Design memory_access_unit_flat, sky130hd; sources not shown.
Run 1, clock network drawn from the DEF:
Scale bar: 50 um.
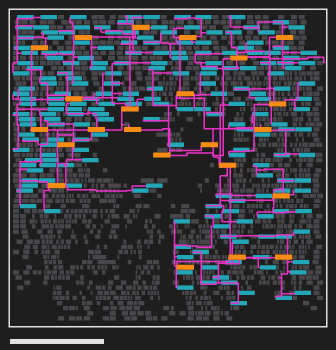
magenta -> clock wires  # length 2800 um
cyan -> flip-flops  # count 203
orange -> cells driving clock nets  # count 23
routed clock nets = 24
flops lie = widely spread
Layout Skew: 22.9 ps
Clk power: 1480 uW
clock power share: 0.270
worst-skew pair later-pin latency: 520 ps

Run 1, sizing map:
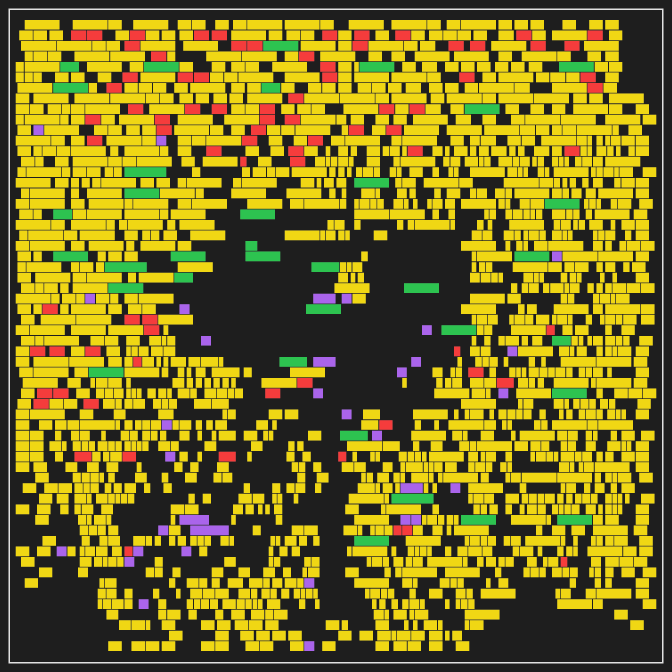
red -> drive 2  # cells 80, share 4.9%, most used mux2_2
green -> drive 6 and up  # cells 35, share 2.1%, most used clkbuf_16
yellow -> drive 1 or less  # cells 1499, share 91%, most used clkdlybuf4s50_1
purple -> drive 3 to 4  # cells 33, share 2.0%, most used buf_4
Final WS setup: 779 ps
Non-Filler Cell Area, Final: 0.0167 mm2
bufs w/o clock: 428
Area Growth Syn to Fin: 43.8%

Run 1, cell outlines without signal wires:
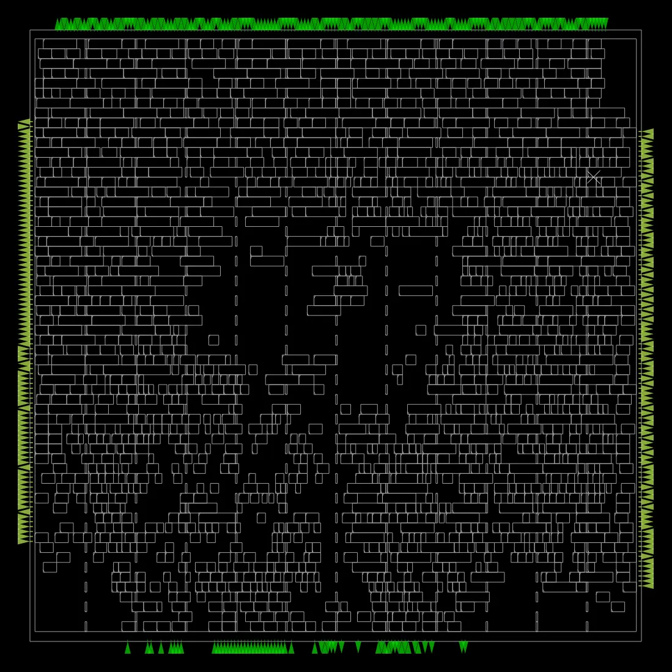
sequential share of cell area: 0.304
final core occ: 0.619
tap cells: 341
Flops: 203

Run 1, signal metal coverage by tile:
34 x 34 tiles, from dark blue (low) to red (high), scaled to the fullest tile. Values are wire area over tile area, all layers added.
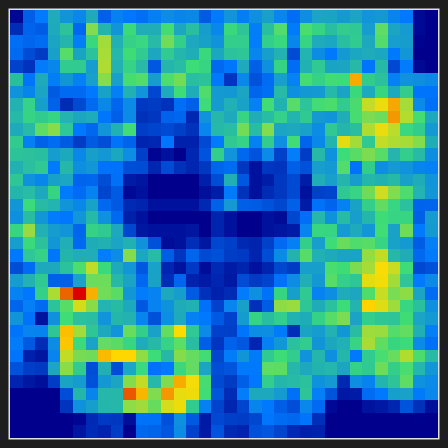
tiles over half the peak = 14%
nearly empty tiles = 6.3%
emptiest ninth of the die = middle
fullest tile = 0.76
mean over tiles = 0.24
wire per inst: 20.7 um
via count: 11592
final WL: 41300 um
GRT Overall Usage: 0.283

==> impl_metrics.py, run 1 <==
# Physical implementation metrics
metrics = {
    "outcome": {
        "outcome": "finished with violations",
        "violations": "design-rule violations",
    },
    "yosys": {
        "common_cells": "dfrtp_1 (203), nand2_1 (143), o21ai_0 (139), nor2b_1 (81), clkbuf_1 (68)",
        "ys_sh_simple": 0.203,
        "top_cells_by_area": "dfrtp_1 (44%), mux2_2 (6.4%), o21ai_0 (6.0%)",
        "synthXorXnorAreaFrac": 0.0203,
        "ys_ff": 203,
        "synth_top_area_share": 0.437,
        "top_area_cell": "dfrtp_1",
        "ys_seq_share": 0.437,
    },
    "finish": {
        "fin_nets": 1843,
        "n_antenna_cell": 2,
        "inverters": 14,
        "buffer_area_frac": 0.254,
    },
    "global_route": {
        "top_usage_layer": "met2",
        "grt_max_degree": 74,
        "grt_util_met2": 0.466,
        "grt_overflow": 0,
        "use_met3": 0.0576,
    },
    "detailed_routing": {
        "final_antenna_net_count": 0,
        "remaining_drc_errors": 1,
        "drt-vias-per-instance": 5.83,
    },
    "power": {
        "switching_share": 0.410,
        "comb_power_uw": 2300,
        "power_density_mw_per_mm2": 329,
    },
    "sta": {
        "whs_ps": 479,
        "max_freq_mhz": 195,
        "slew_headroom": 0.294,
        "finalCritPeriodShare": 0.868,
        "period_minus_slack_ps": 5120,
    },
    "clocking": {
        "post_cts_buffers": 0,
    },
    "critical_path": {
        "crit_chain": "clkdlybuf4s50_1, nor2b_1, ha_1, fa_1, nand3_1, a2111o_1, nor4_1, nand4_1, a22oi_1, o2111a_1, nand4_2, nor3_4, buf_12, mux2_2",
        "critPathKind": "in2reg",
        "slowest_delay_ps": 620,
        "ff2ff_setup_slack_ps": 2920,
    },
    "die": {
        "initial_core_util": 0.430,
        "chipArea_mm2": 0.0283,
        "io_pins": 399,
        "core_mm2": 0.0270,
        "num_rows": 60,
    },
    "flow_run": {
        "drv_cap": 0,
    },
    "placed_design": {
        "place_ws_ps": 275,
    },
}
==> run 1: cells in the final DEF, fill, tap and decap left out, drive strengths merged, types with 3 or more instances in the layout <==
master           n
clkdlybuf4s50  398
dfrtp          203
nand2          143
o21ai          140
nor2b           81
mux2            78
o211ai          67
nor2            67
a21oi           66
o21a            57
nand3           36
nand4           33
clkbuf          32
buf             30
nor3            27
nor4            15
xor2            14
xnor2           13
inv             13
and4            12
o31ai           12
and3            11
ha              10
a31oi            9
or3              8
and2             6
or4              4
nand2b           4
clkinv           4
a41o             3
a211oi           3
a311oi           3
o41ai            3
o221ai           3
bufinv           3
==> run 1: per-layer routing <==
metal | routed length (um) | part of all wire
met1 | 17100 | 0.41
met4 | 915 | 0.022
met5 | 0 | 0
met2 | 19700 | 0.48
met3 | 3590 | 0.087
Run 1, where the registers sit:
Scale bar: 50 um. Other sequential cells in the stronger gray, the rest of the logic in the fainter gray.
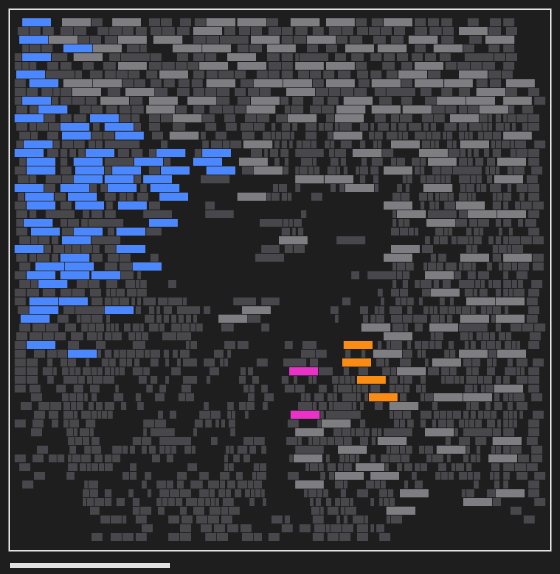

## Run 2: what changed since run 1
--- a/config.mk
+++ b/config.mk
@@ -9,6 +9,7 @@
 export CORE_UTILIZATION = 42
 export DETAILED_ROUTE_END_ITERATION = 6
 export HOLD_SLACK_MARGIN = 0.06
+export MAX_ROUTING_LAYER = met4
 export PLACE_DENSITY = 0.81
 export SYNTH_ARGS = -nofsm -noshare
 export SYNTH_HDL_FRONTEND = slang
Run 2, where the registers sit:
Scale bar: 50 um. Other sequential cells in the stronger gray, the rest of the logic in the fainter gray.
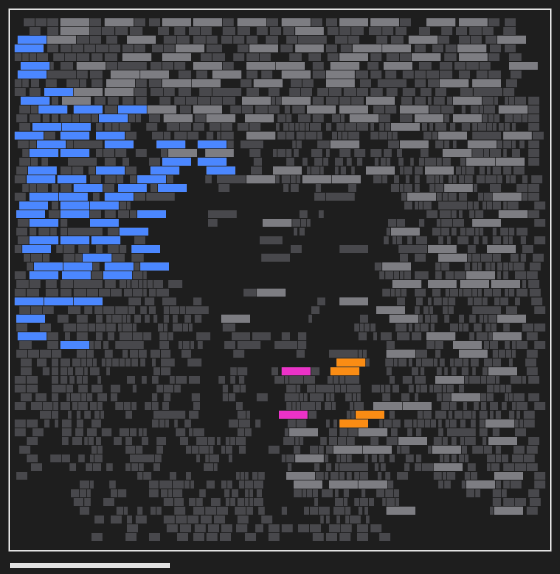
orange -> u_core.cnt_q  # placed flops 4
blue -> u_core.bus.address  # placed flops 64
magenta -> u_core.state_q  # placed flops 2
final core occ: 0.615
register cell area after layout: 0.00508 mm2
Seq. pwr: 1720 uW
sequential share of cell area: 0.306

==> run 2 against run 1 <==
The run now ends clean. Combinational power about the same. Highest routed layer unchanged. Critical path depth unchanged. Critical endpoint is now u_core.bus.writeData[14]. Total power down 2.3%. Via count up 0.64%. Worst hold slack better by 18 ps. Largest cell class unchanged. First-iteration DRC count up 6.5%. Clock skew up 2.4 ps. Clock power down 8%. Register-to-register slack better by 80 ps. Cell count down 0.15%.
==> impl_metrics.py, run 2 <==
# Physical implementation metrics
metrics = {
    "outcome": {
        "outcome": "complete, no violations",
    },
    "finish": {
        "buffer_area_frac": 0.255,
        "fin_nets": 1841,
        "lay_top_cells": "clkdlybuf4s50_1 (398), dfrtp_1 (203), nand2_1 (141)",
        "n_all_buffers": 426,
        "area_growth_pct": 43.0,
        "final_common_cell": "clkdlybuf4s50_1",
        "inverters": 14,
    },
    "die": {
        "num_tap_cells": 341,
        "initial_core_util": 0.430,
        "num_rows": 60,
        "io_pins": 399,
    },
    "sta": {
        "max_freq_mhz": 194,
        "slew_headroom": 0.316,
        "finClkSkew_ps": 25.3,
        "finalCritPeriodShare": 0.873,
        "period_minus_slack_ps": 5150,
    },
    "detailed_routing": {
        "maxUsedRoutingLayer": "met4",
        "wl_met3_um": 3600,
        "met2_length_um": 19600,
        "final_antenna_net_count": 0,
        "drt-vias-per-instance": 5.87,
        "remaining_drc_errors": 0,
    },
    "yosys": {
        "ys_ff": 203,
        "common_cells": "dfrtp_1 (203), nand2_1 (143), o21ai_0 (139), nor2b_1 (81), clkbuf_1 (68)",
        "synth_top_area_share": 0.437,
        "top_cells_by_area": "dfrtp_1 (44%), mux2_2 (6.4%), o21ai_0 (6.0%)",
        "ys_seq_share": 0.437,
        "top_area_cell": "dfrtp_1",
    },
    "global_route": {
        "grt_util_met2": 0.454,
        "use_met3": 0.0611,
        "top_usage_layer": "met2",
    },
    "placed_design": {
        "place_ws_ps": 213,
    },
    "critical_path": {
        "crit_chain": "clkdlybuf4s50_1, nor2b_1, ha_1, fa_1, nand3_1, a2111o_1, nor4_1, nand4_1, a22oi_1, o2111a_1, nand4_2, nor3_4, buf_12, mux2_2",
        "slowest_delay_ps": 640,
        "ff2ff_setup_slack_ps": 3000,
        "critPathKind": "in2reg",
    },
    "flow_run": {
        "drv_cap": 0,
    },
    "power": {
        "power_density_mw_per_mm2": 323,
        "clkPwrFrac": 0.253,
        "comb_power_uw": 2300,
        "switching_share": 0.420,
    },
    "clocking": {
        "worstSkewPairLatency_ps": 520,
    },
}
Run 2, signal metal coverage by tile:
34 x 34 tiles, from dark blue (low) to red (high), scaled to the fullest tile. Values are wire area over tile area, all layers added.
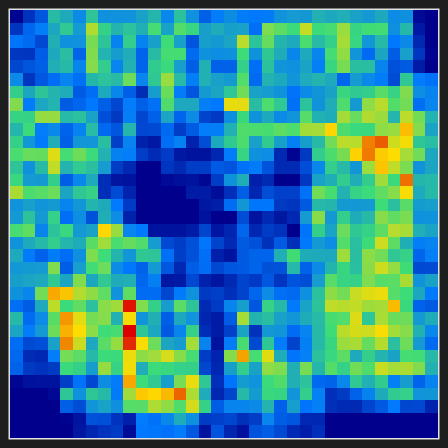
final WL: 41200 um
wire per inst: 20.8 um
via count: 11666
GRT Overall Usage: 0.290

## run 2: cell counts after synthesis
Identical to the previous run, type by type.
## run 2: cells by family (layout without fill, tap and decap cells)
logic type | Yosys count | after routing | synth area share
mux | 80 | 80 | 0.0773
flops | 203 | 203 | 0.437
buf+inv | 105 | 477 | 0.0390
simple gates | 457 | 457 | 0.203
fa+ha+maj | 11 | 11 | 0.0125
compound gates | 388 | 388 | 0.211
other cells | 0 | 3 | 0
xor+xnor | 27 | 27 | 0.0203
## run 2: through the flow
step	instances	instance area (um2)	hold slack [ps]	utilization
global route	1987	16600	511	0.615
floorplan	1271	11600	453	-
CTS	1984	16600	496	0.615
global placement	1947	15900	468	0.590
finish	1987	16600	497	0.615
detailed placement	1947	15900	479	0.590
Power figures rest on the tool's default switching activity, not on a simulated workload.
